==> config.mk <==
export PLATFORM = sky130hd
export DESIGN_NAME = disp_scan_ctrl
export DESIGN_NICKNAME = d
export VERILOG_FILES = /design/src/rtl/disp_scan_ctrl.sv
export SDC_FILE = /design/constraint.sdc
export NUM_CORES = 1
export LEC_CHECK = 0
export CAP_MARGIN = 20
export CORE_AREA = 3 3 85 103
export CTS_BUF_LIST = sky130_fd_sc_hd__clkbuf_16
export CTS_CLUSTER_DIAMETER = 30
export DETAILED_ROUTE_END_ITERATION = 10
export DIE_AREA = 0 0 88 106
export PLACE_DENSITY = 0.63
export SLEW_MARGIN = 30
export SYNTH_ARGS = -nofsm -noshare
export SYNTH_HDL_FRONTEND = slang
export SYNTH_SLANG_ARGS = --single-unit
==> constraint.sdc <==
create_clock -name clk -period 2.3 [get_ports clk]
set_input_delay 0.46 -clock clk [delete_from_list [all_inputs] [get_ports clk]]
set_output_delay 0.46 -clock clk [all_outputs]
set_load 0.01 [all_outputs]
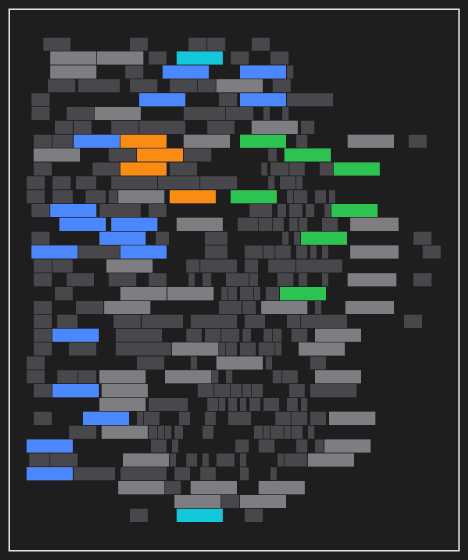
*Where the registers sit*
Other sequential cells in the stronger gray, the rest of the logic in the fainter gray.
legend:
  cyan:
    name_in_the_netlist: digit_idx
    placed_flops: 2
  orange:
    name_in_the_netlist: sh_le_q
    placed_flops: 4
  green:
    name_in_the_netlist: bcnt_q
    placed_flops: 7
  blue:
    name_in_the_netlist: sh_hex_q
    placed_flops: 16
flop share of the area: 0.429
Reg area: 0.00171 mm2
Util after Layout: 0.513
seq pwr: 1.34 mW

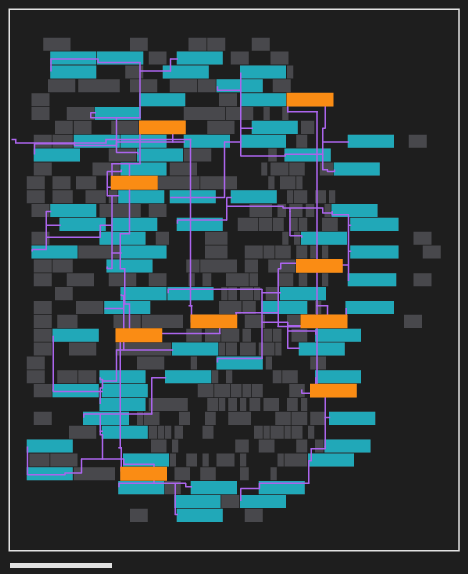
*Routed clock nets over the placement*
The bar under the picture is 20 um long.
legend:
  cyan:
    item: flip-flops
    count: 68
  purple:
    item: clock wires
    length: 891 um
  orange:
    item: cells driving clock nets
    count: 9
flops lie: spread over the die
routed clock nets: 10
Clock Power Share: 0.466
Clk power: 1.34 mW

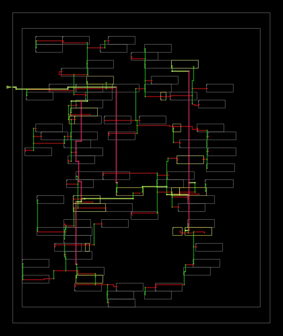
*Clock wiring as the flow saved it*
clock buf count: 9
clock sinks: 68
CTS Buf Count: 9
skew final: 0.00607 ns

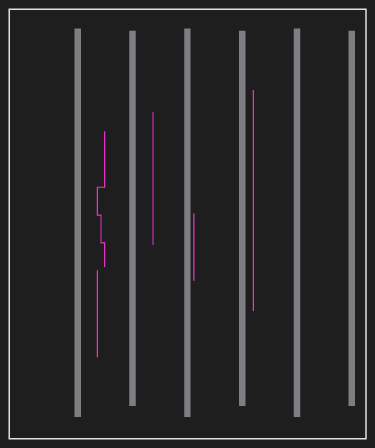
*Metal 4*
Supply wires on this layer in gray.
wire length on this layer: 162 um
longest straight run: 54.4 um
main direction: vertical
Total Wirelength: 5890 um
Via Count: 1964

==> Changelog: implementation <==
### Implementation results

* GRT Util Overall at 0.142
* Wire length on met2 at 2830 um
* RSZ-0062 raised after global routing: false
* Reg2reg setup slack at approximately 0.37 ns
* Die width at between 80 and 90 um
* List of most frequent post-synthesis cells: dfrtp_1 (64), mux2_4 (20), nand2_1 (16), nor2_1 (14)
* Most frequent cell after synthesis: dfrtp_1
* Average size of a mapped cell at approximately 14 um2
* Yosys cell types at around 42
* Outcome: complete, no violations
* Worst-Margin Slew at 0.499 ns
* DP Wirelength at 4320 um
* Top delay family on crit path: simple AND/OR/NAND/NOR gates
* Clock transition at path regs at roughly 0.060 ns
* Syn Nets at between 200 and 300
* Final Critical Period at slightly below 2 ns
* Adders+Majority by Area at 0.0242
* Critical path peak fanout at 28
* Worst setup margin at between 0.3 and 0.4 ns
* Post-Synth Simple-Gate Area at 0.132
* Yosys synthesis chip area at a little over 0.003 mm2
* Via density at just over 5
Power and IR drop assume default switching activity.
